<file path="src/rtl/aftab_aau_sequencer_pkg.sv">
// Shared definitions for the AAU issue sequencer: funct3 codes, FSM states and
// the RISC-V divide special-case constants.
package aftab_aau_sequencer_pkg;

    localparam logic [2:0] OP_MUL    = 3'd0;
    localparam logic [2:0] OP_MULH   = 3'd1;
    localparam logic [2:0] OP_MULHSU = 3'd2;
    localparam logic [2:0] OP_MULHU  = 3'd3;
    localparam logic [2:0] OP_DIV    = 3'd4;
    localparam logic [2:0] OP_DIVU   = 3'd5;
    localparam logic [2:0] OP_REM    = 3'd6;
    localparam logic [2:0] OP_REMU   = 3'd7;

    typedef enum logic [1:0] {
        ST_IDLE,
        ST_LAUNCH,
        ST_WAIT,
        ST_DONE
    } state_t;

    localparam logic [31:0] MOST_NEG = 32'h8000_0000;
    localparam logic [31:0] ALL_ONES = '1;

endpackage

</file>
<file path="src/rtl/aftab_aau_sequencer_if.sv">
// Request, AAU and result signals of the sequencer; master is the sequencer,
// slave is the requester/AAU/consumer side.
interface aftab_aau_sequencer_if #(
    parameter int size = 32
);
    logic            reqValid;
    logic            reqReady;
    logic [2:0]      op;
    logic [size-1:0] rs1;
    logic [size-1:0] rs2;
    logic [size-1:0] A;
    logic [size-1:0] B;
    logic            multAAU;
    logic            divideAAU;
    logic            signedSigned;
    logic            signedUnsigned;
    logic            unsignedUnsigned;
    logic [size-1:0] H;
    logic [size-1:0] L;
    logic            completeAAU;
    logic            dividedByZeroFlag;
    logic            resValid;
    logic            resReady;
    logic [size-1:0] result;
    logic            divZero;
    logic            timeoutErr;

    modport master (
        input  reqValid, op, rs1, rs2, H, L, completeAAU, dividedByZeroFlag, resReady,
        output reqReady, A, B, multAAU, divideAAU, signedSigned, signedUnsigned,
               unsignedUnsigned, resValid, result, divZero, timeoutErr
    );

    modport slave (
        output reqValid, op, rs1, rs2, H, L, completeAAU, dividedByZeroFlag, resReady,
        input  reqReady, A, B, multAAU, divideAAU, signedSigned, signedUnsigned,
               unsignedUnsigned, resValid, result, divZero, timeoutErr
    );

endinterface

</file>
<file path="src/rtl/aftab_aau_op_decode.sv">
// Combinational funct3 decode: divide class, AAU mode line and which AAU
// output half (H or L) carries the architectural result.
module aftab_aau_op_decode
    import aftab_aau_sequencer_pkg::*;
(
    input  logic [2:0] op_i,
    output logic       isDiv_o,
    output logic       signedSigned_o,
    output logic       signedUnsigned_o,
    output logic       unsignedUnsigned_o,
    output logic       selectHigh_o
);

    always_comb begin
        isDiv_o            = 1'b0;
        signedSigned_o     = 1'b0;
        signedUnsigned_o   = 1'b0;
        unsignedUnsigned_o = 1'b0;
        selectHigh_o       = 1'b0;
        unique case (op_i)
            OP_MUL:    signedSigned_o = 1'b1;
            OP_MULH:   begin signedSigned_o = 1'b1;     selectHigh_o = 1'b1; end
            OP_MULHSU: begin signedUnsigned_o = 1'b1;   selectHigh_o = 1'b1; end
            OP_MULHU:  begin unsignedUnsigned_o = 1'b1; selectHigh_o = 1'b1; end
            OP_DIV:    begin isDiv_o = 1'b1; signedSigned_o = 1'b1;     selectHigh_o = 1'b1; end
            OP_DIVU:   begin isDiv_o = 1'b1; unsignedUnsigned_o = 1'b1; selectHigh_o = 1'b1; end
            OP_REM:    begin isDiv_o = 1'b1; signedSigned_o = 1'b1;     end
            OP_REMU:   begin isDiv_o = 1'b1; unsignedUnsigned_o = 1'b1; end
            default:   ;
        endcase
    end

endmodule

</file>
<file path="src/rtl/aftab_aau_sequencer.sv">
// Issues one M-extension op to the AAU, waits for the completion edge and
// returns the selected result; divide-by-zero and overflow resolve locally.
module aftab_aau_sequencer
    import aftab_aau_sequencer_pkg::*;
#(
    parameter int size          = 32,
    parameter int timeoutCycles = 200
) (
    input  logic                  clk,
    input  logic                  rst,
    aftab_aau_sequencer_if.master bus
);

    localparam int CW = $clog2(timeoutCycles + 1);
    localparam logic [CW-1:0]   LastCount = CW'(timeoutCycles - 1);
    localparam logic [size-1:0] MostNeg   = size'(MOST_NEG);
    localparam logic [size-1:0] AllOnes   = size'(ALL_ONES);

    state_t          state_q, state_d;
    logic [size-1:0] a_q, a_d, b_q, b_d;
    logic            ss_q, ss_d, su_q, su_d, uu_q, uu_d;
    logic            isDiv_q, isDiv_d, selHigh_q, selHigh_d;
    logic [size-1:0] result_q, result_d;
    logic            divZero_q, divZero_d, timeout_q, timeout_d;
    logic [CW-1:0]   count_q, count_d;
    logic            prevComplete_q;

    logic decIsDiv, decSS, decSU, decUU, decSelHigh;

    aftab_aau_op_decode u_decode (
        .op_i               (bus.op),
        .isDiv_o            (decIsDiv),
        .signedSigned_o     (decSS),
        .signedUnsigned_o   (decSU),
        .unsignedUnsigned_o (decUU),
        .selectHigh_o       (decSelHigh)
    );

    // The AAU flag is informational only; the local rs2 check decides divZero.
    logic unusedDbz;
    assign unusedDbz = bus.dividedByZeroFlag;

    always_ff @(posedge clk or negedge rst) begin
        if (!rst) begin
            state_q   <= ST_IDLE;
            a_q       <= '0;
            b_q       <= '0;
            ss_q      <= 1'b0;
            su_q      <= 1'b0;
            uu_q      <= 1'b0;
            isDiv_q   <= 1'b0;
            selHigh_q <= 1'b0;
            result_q  <= '0;
            divZero_q <= 1'b0;
            timeout_q <= 1'b0;
            count_q   <= '0;
        end else begin
            state_q   <= state_d;
            a_q       <= a_d;
            b_q       <= b_d;
            ss_q      <= ss_d;
            su_q      <= su_d;
            uu_q      <= uu_d;
            isDiv_q   <= isDiv_d;
            selHigh_q <= selHigh_d;
            result_q  <= result_d;
            divZero_q <= divZero_d;
            timeout_q <= timeout_d;
            count_q   <= count_d;
        end
    end

    // Tracks completeAAU every cycle (LAUNCH included), so a level still high
    // from the previous op is seen as old when WAIT begins, never as an edge.
    always_ff @(posedge clk or negedge rst) begin
        if (!rst) prevComplete_q <= 1'b0;
        else      prevComplete_q <= bus.completeAAU;
    end

    always_comb begin
        state_d   = state_q;
        a_d       = a_q;
        b_d       = b_q;
        ss_d      = ss_q;
        su_d      = su_q;
        uu_d      = uu_q;
        isDiv_d   = isDiv_q;
        selHigh_d = selHigh_q;
        result_d  = result_q;
        divZero_d = divZero_q;
        timeout_d = timeout_q;
        count_d   = count_q;
        unique case (state_q)
            ST_IDLE: begin
                if (bus.reqValid) begin
                    a_d       = bus.rs1;
                    b_d       = bus.rs2;
                    ss_d      = decSS;
                    su_d      = decSU;
                    uu_d      = decUU;
                    isDiv_d   = decIsDiv;
                    selHigh_d = decSelHigh;
                    if (decIsDiv && bus.rs2 == '0) begin
                        result_d  = decSelHigh ? AllOnes : bus.rs1;
                        divZero_d = 1'b1;
                        state_d   = ST_DONE;
                    end else if (decIsDiv && decSS && bus.rs1 == MostNeg && bus.rs2 == AllOnes) begin
                        result_d = decSelHigh ? MostNeg : '0;
                        state_d  = ST_DONE;
                    end else begin
                        state_d = ST_LAUNCH;
                    end
                end
            end
            ST_LAUNCH: begin
                count_d = '0;
                state_d = ST_WAIT;
            end
            ST_WAIT: begin
                if (bus.completeAAU && !prevComplete_q) begin
                    result_d = selHigh_q ? bus.H : bus.L;
                    state_d  = ST_DONE;
                end else if (count_q == LastCount) begin
                    result_d  = '0;
                    timeout_d = 1'b1;
                    state_d   = ST_DONE;
                end else begin
                    count_d = count_q + 1'b1;
                end
            end
            ST_DONE: begin
                if (bus.resReady) begin
                    divZero_d = 1'b0;
                    timeout_d = 1'b0;
                    state_d   = ST_IDLE;
                end
            end
            default: state_d = ST_IDLE;
        endcase
    end

    assign bus.reqReady         = (state_q == ST_IDLE);
    assign bus.resValid         = (state_q == ST_DONE);
    assign bus.multAAU          = (state_q == ST_LAUNCH) && !isDiv_q;
    assign bus.divideAAU        = (state_q == ST_LAUNCH) && isDiv_q;
    assign bus.A                = a_q;
    assign bus.B                = b_q;
    assign bus.signedSigned     = ss_q;
    assign bus.signedUnsigned   = su_q;
    assign bus.unsignedUnsigned = uu_q;
    assign bus.result           = result_q;
    assign bus.divZero          = divZero_q;
    assign bus.timeoutErr       = timeout_q;

endmodule

</file>
<file path="src/flat_wrapper.sv">
// flat-port wrapper written by rule: the top's interface ports become plain ports
module aftab_aau_sequencer_flat import aftab_aau_sequencer_pkg::*;
#(
    parameter int size          = 32,
    parameter int timeoutCycles = 200
)
  (clk, rst, bus_reqValid, bus_op, bus_rs1, bus_rs2, bus_H, bus_L, bus_completeAAU, bus_dividedByZeroFlag, bus_resReady, bus_reqReady, bus_A, bus_B, bus_multAAU, bus_divideAAU, bus_signedSigned, bus_signedUnsigned, bus_unsignedUnsigned, bus_resValid, bus_result, bus_divZero, bus_timeoutErr);
  aftab_aau_sequencer_if #(.size(size)) bus_i ();
  input  logic clk;
  input  logic rst;
  input wire logic [$bits(bus_i.reqValid)-1:0] bus_reqValid;
  input wire logic [$bits(bus_i.op)-1:0] bus_op;
  input wire logic [$bits(bus_i.rs1)-1:0] bus_rs1;
  input wire logic [$bits(bus_i.rs2)-1:0] bus_rs2;
  input wire logic [$bits(bus_i.H)-1:0] bus_H;
  input wire logic [$bits(bus_i.L)-1:0] bus_L;
  input wire logic [$bits(bus_i.completeAAU)-1:0] bus_completeAAU;
  input wire logic [$bits(bus_i.dividedByZeroFlag)-1:0] bus_dividedByZeroFlag;
  input wire logic [$bits(bus_i.resReady)-1:0] bus_resReady;
  output wire logic [$bits(bus_i.reqReady)-1:0] bus_reqReady;
  output wire logic [$bits(bus_i.A)-1:0] bus_A;
  output wire logic [$bits(bus_i.B)-1:0] bus_B;
  output wire logic [$bits(bus_i.multAAU)-1:0] bus_multAAU;
  output wire logic [$bits(bus_i.divideAAU)-1:0] bus_divideAAU;
  output wire logic [$bits(bus_i.signedSigned)-1:0] bus_signedSigned;
  output wire logic [$bits(bus_i.signedUnsigned)-1:0] bus_signedUnsigned;
  output wire logic [$bits(bus_i.unsignedUnsigned)-1:0] bus_unsignedUnsigned;
  output wire logic [$bits(bus_i.resValid)-1:0] bus_resValid;
  output wire logic [$bits(bus_i.result)-1:0] bus_result;
  output wire logic [$bits(bus_i.divZero)-1:0] bus_divZero;
  output wire logic [$bits(bus_i.timeoutErr)-1:0] bus_timeoutErr;
  assign bus_i.reqValid = bus_reqValid;
  assign bus_i.op = bus_op;
  assign bus_i.rs1 = bus_rs1;
  assign bus_i.rs2 = bus_rs2;
  assign bus_i.H = bus_H;
  assign bus_i.L = bus_L;
  assign bus_i.completeAAU = bus_completeAAU;
  assign bus_i.dividedByZeroFlag = bus_dividedByZeroFlag;
  assign bus_i.resReady = bus_resReady;
  assign bus_reqReady = bus_i.reqReady;
  assign bus_A = bus_i.A;
  assign bus_B = bus_i.B;
  assign bus_multAAU = bus_i.multAAU;
  assign bus_divideAAU = bus_i.divideAAU;
  assign bus_signedSigned = bus_i.signedSigned;
  assign bus_signedUnsigned = bus_i.signedUnsigned;
  assign bus_unsignedUnsigned = bus_i.unsignedUnsigned;
  assign bus_resValid = bus_i.resValid;
  assign bus_result = bus_i.result;
  assign bus_divZero = bus_i.divZero;
  assign bus_timeoutErr = bus_i.timeoutErr;
  aftab_aau_sequencer #(.size(size), .timeoutCycles(timeoutCycles)) u_core (.clk(clk), .rst(rst), .bus(bus_i));
endmodule
</file>
<file path="config.mk">
export PLATFORM = sky130hd
export DESIGN_NAME = aftab_aau_sequencer_flat
export DESIGN_NICKNAME = d
export VERILOG_FILES = /design/src/rtl/aftab_aau_sequencer_pkg.sv /design/src/rtl/aftab_aau_sequencer_if.sv /design/src/rtl/aftab_aau_op_decode.sv /design/src/rtl/aftab_aau_sequencer.sv /design/src/flat_wrapper.sv
export SDC_FILE = /design/constraint.sdc
export NUM_CORES = 1
export LEC_CHECK = 0
export CORE_ASPECT_RATIO = 1.2
export CORE_MARGIN = 1.5
export CORE_UTILIZATION = 44
export DETAILED_ROUTE_END_ITERATION = 7
export PLACE_DENSITY = 0.9
export SETUP_SLACK_MARGIN = 0.4
export SLEW_MARGIN = 10
export SYNTH_ARGS = -nofsm -noshare
export SYNTH_HDL_FRONTEND = slang
export SYNTH_SLANG_ARGS = --single-unit
</file>
<file path="constraint.sdc">
create_clock -name clk -period 2.8 [get_ports clk]
set_input_delay 0.28 -clock clk [delete_from_list [all_inputs] [get_ports clk]]
set_output_delay 0.28 -clock clk [all_outputs]
set_load 0.1 [all_outputs]
</file>
### Placement view

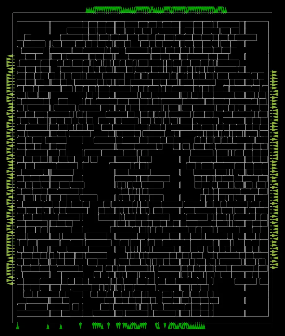
sequential cell count of the final layout: 114
tap cell instance count: 168
Seq area share: 31.4%

### Port wiring

Drawn at 2 px/um.
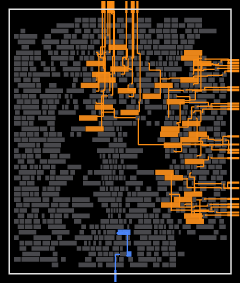
bus_reqValid: drawn in blue, bits 1, direction input, edge bottom, end cells 3, buffers 1, wire 29.3 um. bus_result: drawn in orange, bits 32, direction output, edge 22 right, 10 top, end cells 32, buffers 32, wire 1280 um.
number of top-level pins: 242
buffers added on ports: 240

### Placement density heat map

Drawn at 3 px/um. The die is cut into 11 by 13 equal tiles; dark blue is low, red is high, 0 to 100% covered.
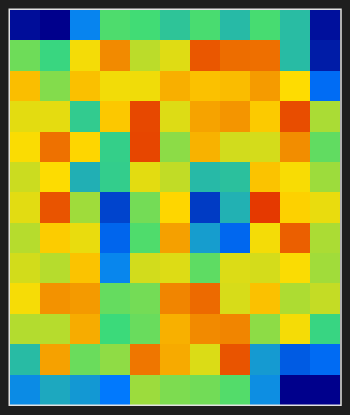
The emptiest ninth of the die: bottom right. The mean over all tiles is 61%. 30% of the tiles are over 75% full. The fullest tile reaches 94%.
initial standard-cell utilization of the core: 45.4%
Placeable Area: 13400 sq um
final core occ: 68.0%

### Signal wires on met1

Drawn at 4 px/um. Supply wires on this layer in gray.
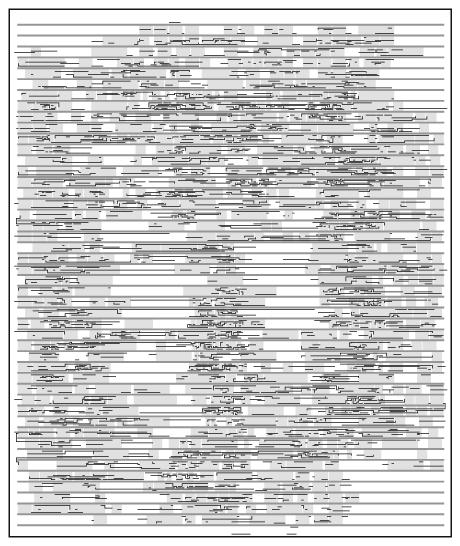
The layer holds 36% of the routed length. The wires run mostly horizontal.
routed via count: 5574
final wirelength: 19600 um

==> flow_summary.html <==
<h2>Synthesis and place &amp; route</h2>
<table>
<tr><th>Metric</th><th>Value</th></tr>
<tr><th colspan="2">Synth</th></tr>
<tr><td>Post-Synth Simple-Gate Area</td><td>12.7%</td></tr>
<tr><td>Fraction of the mapped netlist area in adder cells</td><td>1.03%</td></tr>
<tr><td>Post-Synthesis Cells</td><td>530</td></tr>
<tr><td>Dominant combinational family</td><td>multiplexers</td></tr>
<tr><td>Post-synthesis net count</td><td>672</td></tr>
<tr><td>XOR Share, Synth</td><td>0.289%</td></tr>
<tr><td>Synth area leader</td><td>sky130_fd_sc_hd__dfrtp_1</td></tr>
<tr><td>Share of flip-flops with an asynchronous set or reset</td><td>100%</td></tr>
<tr><td>Yosys Instances</td><td>530</td></tr>
<tr><td>Top post-synthesis cells by count</td><td>sky130_fd_sc_hd__dfrtp_1 (114), sky130_fd_sc_hd__mux2_2 (67), sky130_fd_sc_hd__nor2_1 (38)</td></tr>
<tr><td>Most instantiated flip-flop cell in the synthesis netlist</td><td>sky130_fd_sc_hd__dfrtp_1</td></tr>
<tr><td>Total of flip-flops plus latches after synthesis</td><td>114</td></tr>
<tr><td>Proportion of synthesized area in mux cells</td><td>17.9%</td></tr>
<tr><td>Proportion of synthesized chip area in sequential cells</td><td>47.1%</td></tr>
<tr><td>Count of library flops with an enable pin</td><td>0</td></tr>
<tr><td>Share of Yosys cell area claimed by the top area cell type</td><td>47.1%</td></tr>
<tr><td>Leading post-synthesis cells by cell area</td><td>sky130_fd_sc_hd__dfrtp_1 (47%), sky130_fd_sc_hd__mux2_2 (12%), sky130_fd_sc_hd__a22oi_2 (6.2%)</td></tr>
<tr><td>Avg Cell Area, Syn</td><td>11.4 sq um</td></tr>
<tr><td>Total cell area reported by yosys after synthesis</td><td>6060 sq um</td></tr>
<tr><th colspan="2">Floorplan</th></tr>
<tr><td>X dimension of the die</td><td>110 um</td></tr>
<tr><td>Number of rows created at floorplan</td><td>46</td></tr>
<tr><td>Overall die area</td><td>14500 sq um</td></tr>
<tr><th colspan="2">Clock tree</th></tr>
<tr><td>Clock slew at reported path FFs</td><td>50 ps</td></tr>
<tr><td>Clock Path Buffers</td><td>2</td></tr>
<tr><td>Clock sink count</td><td>114</td></tr>
<tr><td>Clock tree from TritonCTS</td><td>done</td></tr>
<tr><td>CTS H-tree depth</td><td>4</td></tr>
<tr><td>Num CTS Buffers</td><td>17</td></tr>
<tr><th colspan="2">Job</th></tr>
<tr><td>Max capacitance violation total</td><td>0</td></tr>
<tr><th colspan="2">Worst setup path</th></tr>
<tr><td>Kind of launch point of the worst setup path</td><td>register</td></tr>
<tr><td>Crit Path Category</td><td>register to register</td></tr>
<tr><td>Number of logic stages on the critical path including buffering</td><td>6</td></tr>
<tr><td>Logic depth of the worst register-to-register path</td><td>6</td></tr>
<tr><td>Endpoint class of the critical path</td><td>register</td></tr>
<tr><td>WP data arrival</td><td>2620 ps</td></tr>
<tr><td>Library cell contributing the largest single delay on the critical path</td><td>sky130_fd_sc_hd__or4b_1</td></tr>
<tr><td>Cells along the critical path</td><td>or4b_1, o211ai_1, nand3_1, buf_4, a211oi_1, a22oi_2</td></tr>
<tr><td>Delay of the slowest critical-path stage</td><td>630 ps</td></tr>
<tr><td>Maximum fanout count along the critical path</td><td>24</td></tr>
<tr><th colspan="2">Timing</th></tr>
<tr><td>Share of the clock period used by the worst path after layout</td><td>83.8%</td></tr>
<tr><td>Achievable clock frequency</td><td>426 MHz</td></tr>
<tr><td>RSZ-0062 raised after global routing</td><td>true</td></tr>
<tr><td>Setup TNS</td><td>0 ps</td></tr>
<tr><td>Max-slew violation total from the final report</td><td>0</td></tr>
<tr><td>Final setup skew</td><td>8.83 ps</td></tr>
<tr><td>Worst relative slew slack</td><td>49.6%</td></tr>
<tr><td>Total setup violations reported at the end of the flow</td><td>0</td></tr>
<tr><th colspan="2">Global routing</th></tr>
<tr><td>GRT overflow</td><td>0</td></tr>
<tr><td>All-layer global routing usage</td><td>27.5%</td></tr>
<tr><td>Number of antenna violations at the first check in global routing</td><td>0</td></tr>
<tr><td>Met3 layer usage reported by global route</td><td>6.85%</td></tr>
<tr><td>Maximum number of pins on one net before global-route repair</td><td>55</td></tr>
<tr><td>Met1 layer usage reported by global route</td><td>30.4%</td></tr>
<tr><th colspan="2">Place</th></tr>
<tr><td>GP Congestion</td><td>0.789</td></tr>
<tr><td>Placed wire-length estimate after detailed placement</td><td>14600 um</td></tr>
<tr><th colspan="2">Route</th></tr>
<tr><td>TritonRoute pass-1 iters</td><td>8</td></tr>
<tr><td>Detail-routed via count per cell</td><td>5.83</td></tr>
<tr><td>Number of antenna-violating nets in the routed design</td><td>0</td></tr>
<tr><td>Detailed-route DRC error count</td><td>0</td></tr>
<tr><th colspan="2">Run status</th></tr>
<tr><td>Outcome</td><td>finished clean</td></tr>
<tr><th colspan="2">Cells and area</th></tr>
<tr><td>Inserted Diodes</td><td>0</td></tr>
<tr><td>Proportion of layout cells with a drive suffix above 1</td><td>34.9%</td></tr>
<tr><td>Final #Nets</td><td>918</td></tr>
<tr><td>Layout-stage area growth over the synthesis result</td><td>49.9%</td></tr>
<tr><th colspan="2">Min path</th></tr>
<tr><td>Class of the tightest hold or removal check</td><td>input port to register</td></tr>
<tr><td>Depth of the worst hold-timing path</td><td>1</td></tr>
</table>
==> final timing paths <==
check / from / endpoint / slack (ps)
hold reg to reg: u_core.bus.A[28] / u_core.bus.A[28] / 510
setup reg to reg: u_core.count_q[4] / u_core.bus.result[17] / 450
max in group asynchronous: rst / u_core.bus.result[12] / 1390
min in group asynchronous: rst / u_core.bus.B[10] / 490
setup / recovery: u_core.count_q[4] / u_core.bus.result[17] / 450
hold / removal: bus_completeAAU / u_core.prevComplete_q / 390
==> sequential cells by signal (all words and copies together) (netlist names) <==
signal	count
u_core.state_q	2
u_core.selHigh_q	1
u_core.bus.signedSigned	1
u_core.bus.B	32
u_core.bus.divZero	1
u_core.bus.unsignedUnsigned	1
u_core.count_q	8
u_core.bus.timeoutErr	1
u_core.bus.A	32
u_core.bus.signedUnsigned	1
u_core.bus.result	32
u_core.prevComplete_q	1
u_core.isDiv_q	1
==> metrics by stage <==
step / cells / hold WS [ps] / utilization (%) / cell area (sq um) / worst slack [ps]
floorplan: 530 / -15.6 / - / 6060 / 558
global placement: 924 / 378 / 63.4 / 8460 / 75.5
detailed placement: 924 / 390 / 63.4 / 8460 / 25.8
CTS: 956 / 367 / 67.7 / 9040 / 420
global route: 956 / 384 / 68.0 / 9070 / 367
finish: 956 / 388 / 68.0 / 9070 / 453
==> kinds of logic after synthesis <==
kind of cell               after synthesis
and+or+nand+nor                        140
AOI/OAI and AO/OA                      125
DFF                                    114
muxes                                  100
buffers and inverters                   44
adders and majority gates                5
xor gates and xnor gates                 2
==> cell usage in the layout, fill, tap and decap left out, drive strengths merged, types with 3 or more instances in the layout <==
cell type      instances
inv                    4
clkinvlp               3
nand3                  9
nand2                 11
a22oi                 32
o21ai                 10
nor3                   5
a31oi                 34
nand4                  9
ha                     5
o31ai                  3
nor4                  14
a22o                   3
buf                  132
mux2                  67
nor2                  38
dfrtp                114
clkdlybuf4s50        134
nand2b                35
clkbuf                20
clkinv                 6
mux2i                 33
a211oi                32
a21o                   3
==> routing by layer <==
layer | part of all wire [%] | routed length, um
met5 | 0 | 0
met4 | 3.0 | 580
met3 | 8.0 | 1570
met1 | 36 | 7000
met2 | 53 | 10400
==> timing repair <==
| action | in CTS | in global routing |
|---|---|---|
| endpoints found under the setup margin | 0 | 29 |
| hold endpoints to repair | 51 | 0 |
| resized | 0 | 7 |
| hold buffers | 1 | 0 |
| setup buffers | 0 | 0 |
==> cell type report <==
class,instances,area (sq um)
clock buffers,20,457
clock inverters,11,113
fillers,999,4280
inverters,4,15.0
multi-input cells,372,3010
flip-flops and latches,114,2850
well taps,168,210
repair buffers,267,2410
